### Signal wires on met1, run 1

Cells faint in the background.
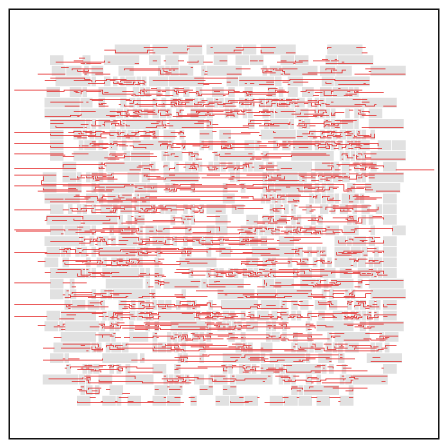
### Metal 2, run 1

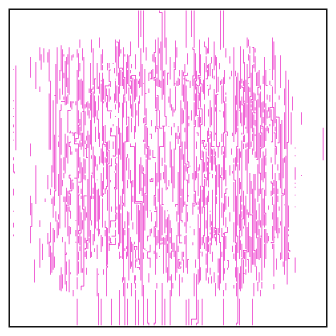
### Met3 routing, run 1

Cells faint in the background.
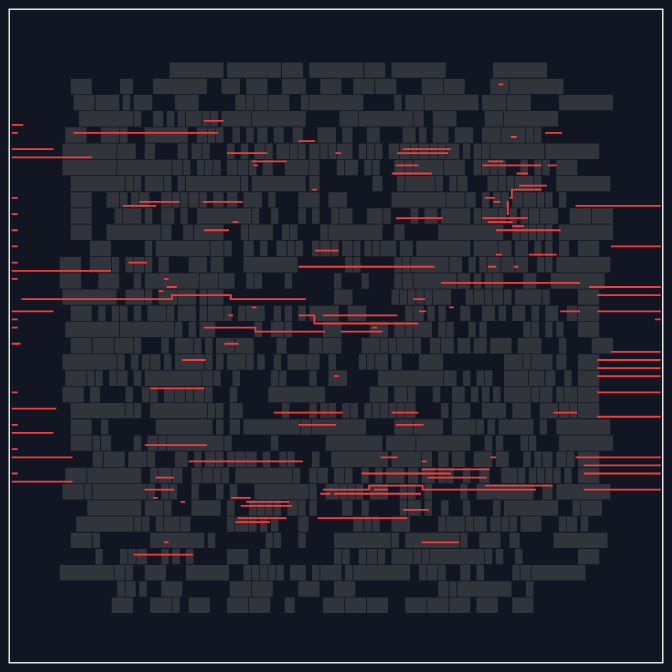
===== config.mk =====
export PLATFORM = sky130hd
export DESIGN_NAME = prog_timer
export DESIGN_NICKNAME = d
export VERILOG_FILES = /design/src/rtl/prog_timer.sv
export SDC_FILE = /design/constraint.sdc
export NUM_CORES = 1
export LEC_CHECK = 0
export ABC_AREA = 1
export CORE_MARGIN = 8
export CORE_UTILIZATION = 55
export DETAILED_ROUTE_END_ITERATION = 16
export PLACE_DENSITY = 0.81
export SYNTH_ARGS = -nofsm -noshare
export SYNTH_HDL_FRONTEND = slang
export SYNTH_SLANG_ARGS = --single-unit

===== constraint.sdc =====
create_clock -name clk -period 3.6 [get_ports clk]
set_clock_uncertainty 0.1 [all_clocks]
set_input_delay 0.54 -clock clk [delete_from_list [all_inputs] [get_ports clk]]
set_output_delay 0.54 -clock clk [all_outputs]
set_load 0.02 [all_outputs]

===== src/rtl/prog_timer.sv =====
// Programmable tick / clock-enable generator.
// A runtime-loadable period and mode select one of three behaviours:
// periodic single-cycle ticks, a square-wave toggle, or a one-shot timeout.
// All outputs come straight from registers.
module prog_timer #(
  parameter int unsigned          CNT_WIDTH      = 32,
  parameter logic [CNT_WIDTH-1:0] DEFAULT_PERIOD = CNT_WIDTH'(25000000),
  parameter logic [1:0]           DEFAULT_MODE   = 2'b01
) (
  input  logic                 clk,
  input  logic                 rst,
  input  logic                 en,
  input  logic                 load,
  input  logic [CNT_WIDTH-1:0] period_in,
  input  logic [1:0]           mode_in,
  output logic                 tick,
  output logic                 wave,
  output logic                 done,
  output logic [CNT_WIDTH-1:0] count
);

  localparam logic [1:0] MODE_TOGGLE  = 2'b01;
  localparam logic [1:0] MODE_ONESHOT = 2'b10;

  // A period of zero behaves exactly like a period of one.
  localparam logic [CNT_WIDTH-1:0] RST_PERIOD =
    (DEFAULT_PERIOD == '0) ? CNT_WIDTH'(1) : DEFAULT_PERIOD;

  logic [CNT_WIDTH-1:0] period_q, period_d;
  logic [1:0]           mode_q,   mode_d;
  logic [CNT_WIDTH-1:0] cnt_q,    cnt_d;
  logic                 tick_q,   tick_d;
  logic                 wave_q,   wave_d;
  logic                 done_q,   done_d;

  logic [CNT_WIDTH-1:0] n_eff_c;
  logic                 spent_c;
  logic                 terminal_c;

  // Effective period and terminal-event detection.
  always_comb begin
    n_eff_c    = (period_q == '0) ? CNT_WIDTH'(1) : period_q;
    spent_c    = (mode_q == MODE_ONESHOT) && done_q;
    terminal_c = en && !spent_c && (cnt_q == (n_eff_c - CNT_WIDTH'(1)));
  end

  // Next-state logic: load beats enable; an expired one-shot freezes the counter.
  always_comb begin
    period_d = period_q;
    mode_d   = mode_q;
    cnt_d    = cnt_q;
    tick_d   = 1'b0;
    wave_d   = wave_q;
    done_d   = done_q;

    if (load) begin
      period_d = period_in;
      mode_d   = mode_in;
      cnt_d    = '0;
      wave_d   = 1'b0;
      done_d   = 1'b0;
    end else if (en && !spent_c) begin
      if (terminal_c) begin
        cnt_d  = '0;
        tick_d = 1'b1;
        if (mode_q == MODE_TOGGLE) begin
          wave_d = ~wave_q;
        end
        if (mode_q == MODE_ONESHOT) begin
          done_d = 1'b1;
        end
      end else begin
        cnt_d = cnt_q + CNT_WIDTH'(1);
      end
    end
  end

  // State registers with asynchronous reset to the parameterised defaults.
  always_ff @(posedge clk or posedge rst) begin
    if (rst) begin
      period_q <= RST_PERIOD;
      mode_q   <= DEFAULT_MODE;
      cnt_q    <= '0;
      tick_q   <= 1'b0;
      wave_q   <= 1'b0;
      done_q   <= 1'b0;
    end else begin
      period_q <= period_d;
      mode_q   <= mode_d;
      cnt_q    <= cnt_d;
      tick_q   <= tick_d;
      wave_q   <= wave_d;
      done_q   <= done_d;
    end
  end

  assign tick  = tick_q;
  assign wave  = wave_q;
  assign done  = done_q;
  assign count = cnt_q;

endmodule

==> summary.txt, run 1 <==
yosys + openroad results -> status=completed, Inst Count DP=850, XORs/XNORs by Area=0.0986, DP Area=5630 µm², Worst Path Arrival=3.52 ns, FF+latch area=1740 µm², Hold Violations, Final=0, setup TNS=0 ns, GR Overflow Total=0, syn_nets=718, Slew headroom=0.374, Seq cells post-synth=69, family with the most delay on the worst path=simple AND/OR/NAND/NOR gates, MUX share of area=0, final cycle utilization of the critical path=0.939, adder share=0.00522, switch share=0.294, R2R depth=19, CTS buffer count=9, CTS H-tree depth=3, CP Data Required Time=3.74 ns, DRC=0, vias in the first global route=4,831, share of cells above drive strength 1=0.102, Ys Warns=0, Setup Fix Bufs, Post-CTS=0, antenna-violating nets left=0, EDFF count, synth=0, most common cell in the netlist=nand2_1, Area leader share=0.292, CP Launch Type=register, Site Rows=34, clk sink count=69, Post-layout nets=793, non-filler cells, final=866, Die X=109 µm, comb area leader=simple AND/OR/NAND/NOR gates, synthesized instance count=678, min Tclk post-route=3.38 ns, fp_density=0.558, CTS clk-pin slew, worst paths=0.08 ns, Pint=0.00139 W, ao+oa area frac=0.0527, Worst Hold Class=reg -> reg, area delta synth->final=22.6%, CTS tree=done, part of the power in combinational logic=0.180, VDD IR-drop max=0.224 mV, post-synthesis cell type count=37, Detail Placement HPWL=11.4 mm, design area=5880 µm², Worst Max-Slew Pin Slew=0.935 ns, Post-CTS Resized=0, vias per inst=5.44, fin util=0.684, largest net degree at the start of global routing=66, CP max-delay cell=dfstp_2, WHS Path Cells=2, CP bufs+invs=1, average size of a mapped cell=7.07 µm², Cell Chain, Critical Path=nor2_2 -> nand2_1 -> nor2_1 -> nand2_2 -> nor2_4 -> nor2_4 -> ha_1 -> nand2_1 -> nor2_4 -> nand2_1 -> nor2_1 -> xor2_1 -> a21boi_1 -> nand2_1 -> nor2_2 -> nand3_4 -> nand2_8 -> buf_4 -> nor2_4, port bufs=72, antenna fix cells=0, top cells by count, synth=nand2_1, inv_1, nor2_1, Pleak=2.62 nW, yosys stat cell total=678, final slew viol count=0, yosys simple share=0.392, Hold Buf Count CTS=0, drt pass-1 iters=5, Post-synth seq share=0.364, setup violators final=0, Starting DRT DRC Count=284, Psw=0.000579 W, OpenROAD warnings=26, CP Max Fanout=17, Netlist Area Pre-Place=4790 µm², max cap viols=0, Crit path largest cell delay=0.57 ns, GRT Total Usage=0.255, worst skew pair latency=0.36 ns, part of the power in registers=0.444, Root Driver=clkbuf_8, Fin Hold WS=0.410 ns, Clk pwr share=0.376, f_max=296 MHz, P per Cell Area=335 nW/µm², Yosys chip area=4790 µm², Comb area=2650 µm², Setup crit end kind=register, Top cells by area=dfrtp_1, nand2_1, xor2_1, dfstp_2, inv_1, CP Class=reg -> reg, initial antenna violation count=0, wire per inst=16.7 µm, fillcell total=763, DIE AREA=12,000 µm², num ports=73, GP Congestion=0.963, Yosys top cell by area=dfrtp_1, Async SR Flop Fraction=1.00, Critical Path Stages=19, CORE AREA=8590 µm², die y size=109 µm, CTS max path bufs=2, first-pass GRT wire length=23.7 mm, ys flop type=dfrtp_1
-- 'Signal wires on met1' (at the start) --
longest straight run: 59.8 µm
main direction: horizontal
wire length on this layer: 5,890 µm
routed vias: 4,713
Detailed Route WL: 14.4 mm

-- 'Metal 2' (at the start) --
longest straight run: 49.1 µm
share of all routed wire: 49%
main direction: vertical
wire length on this layer: 7,080 µm
nets with wire on the layer: 662

-- 'Met3 routing' (at the start) --
main direction: horizontal
longest straight run: 25.1 µm
wire length on this layer: 838 µm

-- run 1: routing by layer --
layer / part of all wire / GRT usage
met1: 0.41 / 0.306
met2: 0.49 / 0.430
met3: 0.058 / 0.0369
met4: 0.043 / 0.145
met5: 0 / 0
-- run 1: worst min-delay path, stage by stage, from the launching register on --
cell,delay [ns]
dfrtp_1,0.37
nand2_1,0.06
nand2_1,0.05
-- run 1: cell families after synthesis --
logic type | count (synthesis)
simple gates | 404
buf+inv | 102
xor+xnor | 54
flops | 69
compound gates | 47
fa+ha+maj | 2
-- run 1: power by group through the flow --
stage / sequential (W) / clock, W / combinational (W)
final: 0.000875 / 0.000740 / 0.000354
after floorplan: 0.000880 / 0 / 0.000227
after CTS: 0.000873 / 0.000749 / 0.000351
after global placement: 0.000885 / 0 / 0.000343
after detailed placement: 0.000887 / 0 / 0.000349
after global routing: 0.000879 / 0.000779 / 0.000396
-- run 1: final timing paths --
kind                                  start      endpoint  slack (ns)
worst max register to register  period_q[6]      count[9]        0.22
min in group asynchronous               rst          done        0.51
worst min register to register         done          done        0.41
worst max-delay path            period_q[6]      count[9]        0.22
worst min-delay path                   done          done        0.41
max in group asynchronous               rst  period_q[24]        2.18
-- run 1: registers in the layout, summed over array words and instances (netlist names) --
register and cells:
done 1, mode_q 2, wave 1, period_q 32, count 32, tick 1
-- run 1: metrics by stage --
step	setup WS [ns]	power, W
finish	0.219	0.00197
global route	-0.0187	0.00205
CTS	0.178	0.00197
detailed placement	0.193	0.00124
global placement	0.312	0.00123
floorplan	0.484	0.00111
-- run 1: cell usage in the layout, fill, tap and decap left out, types with 2 or more instances in the layout --
master	netlist	routed
xnor2_1	9	9
inv_1	85	84
o22ai_1	5	5
nand2_1	190	190
nor2_1	81	81
nor2_4	13	14
a21oi_1	2	2
nor2_2	8	7
bufinv_16	0	2
nor4_1	3	3
clkbuf_8	0	11
buf_4	0	6
dfstp_2	13	13
inv_2	1	2
o21ai_0	35	35
nand3b_1	3	3
nor3_1	20	20
clkinv_2	0	2
clkdlybuf4s50_1	0	71
nor3b_1	2	2
nor3_2	4	3
or2_2	5	5
nand2_2	4	4
buf_12	1	2
xor2_1	45	45
ha_1	2	2
dfrtp_1	56	56
nand3_1	44	44
nand4_1	22	22
-- run 1: area by class of cell --
cell class / instances / share of cell area
Tap cell: 108 / 0.0230
Multi-Input combinational cell: 507 / 0.451
Timing Repair Buffer: 80 / 0.136
Inverter: 86 / 0.0549
Clock buffer: 12 / 0.0264
Sequential cell: 69 / 0.297
Clock inverter: 4 / 0.0119
==> run 2: changes to the inputs <==
- CTS_CLUSTER_SIZE: not set -> 8
### The metal 4 layer, run 2

The bar under the picture is 20 µm long. Cells faint in the background.
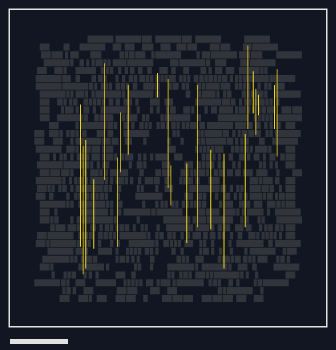
main direction: vertical
wire length on this layer: 620 µm

### Routing congestion map, run 2

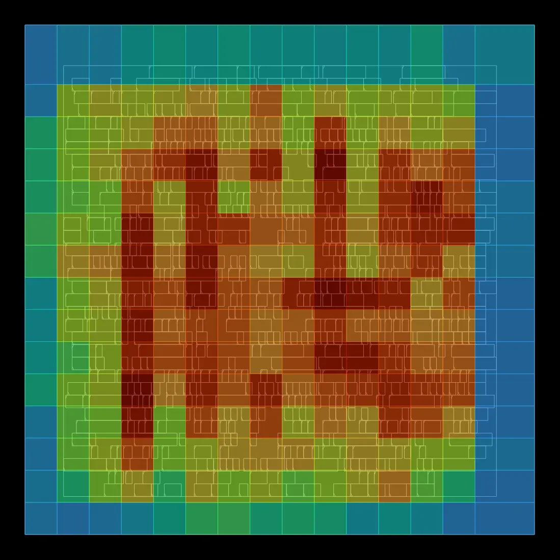
GRT Total Usage: 0.255
wire per inst: 16.7 µm

==> run 2 against run 1 <==
Net effect:
- worst setup slack stayed put
- final cell count stayed put
- via count stayed put
- synthesized cell count stayed put
- core utilization stayed put
- highest routed layer unchanged
- critical path type unchanged
- wire length stayed put
- sequential share of layout area stayed put
- die size stayed put
- first-iteration DRC count stayed put
- area after synthesis stayed put
- non-clock buffer count stayed put
- largest cell class unchanged
==> summary.txt, run 2 <==
yosys + openroad results -> status=completed (unchanged), num ports=73 (unchanged), synthesized instance count=678 (unchanged), CTS tree=done (unchanged), Slew headroom=0.374 (unchanged), CTS buffer count=9 (unchanged), Top cells by area=dfrtp_1, nand2_1, xor2_1, dfstp_2, inv_1 (unchanged), Worst Max-Slew Pin Slew=0.935 ns (unchanged), R2R depth=19 (unchanged), min Tclk post-route=3.38 ns (unchanged), antenna-violating nets left=0 (unchanged), P per Cell Area=335 nW/µm² (unchanged), f_max=296 MHz (unchanged), Crit path largest cell delay=0.57 ns (about the same), initial antenna violation count=0 (unchanged), Site Rows=34 (unchanged), Starting DRT DRC Count=284 (unchanged), CP Launch Type=register (unchanged), most frequent logic cells in the routed design=nand2_1, inv_1, nor2_1, clkdlybuf4s50_1, dfrtp_1 (unchanged), die y size=109 µm (unchanged), final cycle utilization of the critical path=0.939 (unchanged), clk sink count=69 (unchanged), final slew viol count=0 (unchanged), EDFF count, synth=0 (unchanged), Detailed Route WL=14.4 mm (unchanged), vias per inst=5.44 (unchanged), Setup crit end kind=register (unchanged), Fin Hold WS=0.410 ns (unchanged), family with the most delay on the worst path=simple AND/OR/NAND/NOR gates (unchanged), average size of a mapped cell=7.07 µm² (unchanged), CP Max Fanout=17 (unchanged), top cells by count, synth=nand2_1, inv_1, nor2_1 (unchanged), CP Data Required Time=3.74 ns (about the same), FF+latch area=1740 µm² (unchanged), Yosys top cell by area=dfrtp_1 (unchanged), CTS clk-pin slew, worst paths=0.08 ns (about the same), Detail Placement HPWL=11.4 mm (unchanged), CORE AREA=8590 µm² (unchanged), drt pass-1 iters=5 (unchanged), area delta synth->final=22.6% (unchanged), CP bufs+invs=1 (unchanged), setup violators final=0 (unchanged), CP max-delay cell=dfstp_2 (unchanged), DRC=0 (unchanged), commonest non-fill, non-tap cell in the layout=nand2_1 (unchanged), Comb area=2650 µm² (unchanged), worst skew pair latency=0.36 ns (about the same), Ys Warns=0 (unchanged), Yosys chip area=4790 µm² (unchanged), first-pass GRT wire length=23.7 mm (unchanged), yosys stat cell total=678 (unchanged), Seq cells post-synth=69 (unchanged), port bufs=72 (unchanged), CP Class=reg -> reg (unchanged), most common cell in the netlist=nand2_1 (unchanged), post-synthesis cell type count=37 (unchanged), fin util=0.684 (unchanged), max cap viols=0 (unchanged), non-filler cells, final=866 (unchanged), CTS max path bufs=2 (unchanged), Pleak=2.62 nW (unchanged), DIE AREA=12,000 µm² (unchanged), WHS Path Cells=2 (unchanged), Area leader share=0.292 (unchanged), Die X=109 µm (unchanged), CTS H-tree depth=3 (unchanged), syn_nets=718 (unchanged), share of cells above drive strength 1=0.102 (unchanged), fillcell total=763 (unchanged), Post-synth seq share=0.364 (unchanged), setup TNS=0 ns (unchanged)
run 2: worst paths after layout:
kind / slack, ns / endpoint / startpoint
setup / recovery: 0.22 / count[9] / period_q[6]
hold / removal: 0.41 / done / done
setup reg to reg: 0.22 / count[9] / period_q[6]
hold reg to reg: 0.41 / done / done
max in group asynchronous: 2.18 / period_q[24] / rst
min in group asynchronous: 0.51 / done / rst
run 2: report_power, final:
part	internal (W)	switching (W)
registers	0.000825	0.0000495
logic	0.000138	0.000216
clock network	0.000426	0.000313
run 2: cells by family after synthesis:
logic type / Yosys count / synth area share
AOI/OAI and AO/OA: 47 / 0.0527
and+or+nand+nor: 404 / 0.392
xor gates and xnor gates: 54 / 0.0986
adders and majority gates: 2 / 0.00522
buffers and inverters: 102 / 0.0877
DFF: 69 / 0.364
run 2: repair_timing:
| action | CTS | global route |
|---|---|---|
| setup buffers | 0 | 0 |
| endpoints found under the setup margin | 0 | 16 |
| resized | 0 | 3 |
| hold buffers | 0 | 0 |
run 2: area by class of cell:
class                           instances  area share
Multi-Input combinational cell        507       0.451
Sequential cell                        69       0.297
Timing Repair Buffer                   80       0.136
Inverter                               86      0.0549
Clock buffer                           12      0.0264
Tap cell                              108      0.0230
Clock inverter                          4      0.0119
run 2: tightest hold or removal path, stage by stage (launching register included):
cell	delay (ns)
dfrtp_1	0.37
nand2_1	0.06
nand2_1	0.05
run 2: layer usage:
metal,part of all wire,up-vias,wire length [µm],GRT usage
li1,-,2295,-,-
met1,0.41,2183,5890,0.306
met2,0.49,186,7080,0.430
met3,0.058,49,838,0.0369
met4,0.043,0,620,0.145
met5,0,-,0,0
run 2: per-stage QoR:
stage / power, W / setup WS (ns) / cell area (µm²)
global placement: 0.00123 / 0.312 / 5630
floorplan: 0.00111 / 0.484 / 4790
global route: 0.00205 / -0.0187 / 5880
detailed placement: 0.00124 / 0.193 / 5630
finish: 0.00197 / 0.219 / 5880
CTS: 0.00197 / 0.178 / 5860
Power and IR drop assume default switching activity.
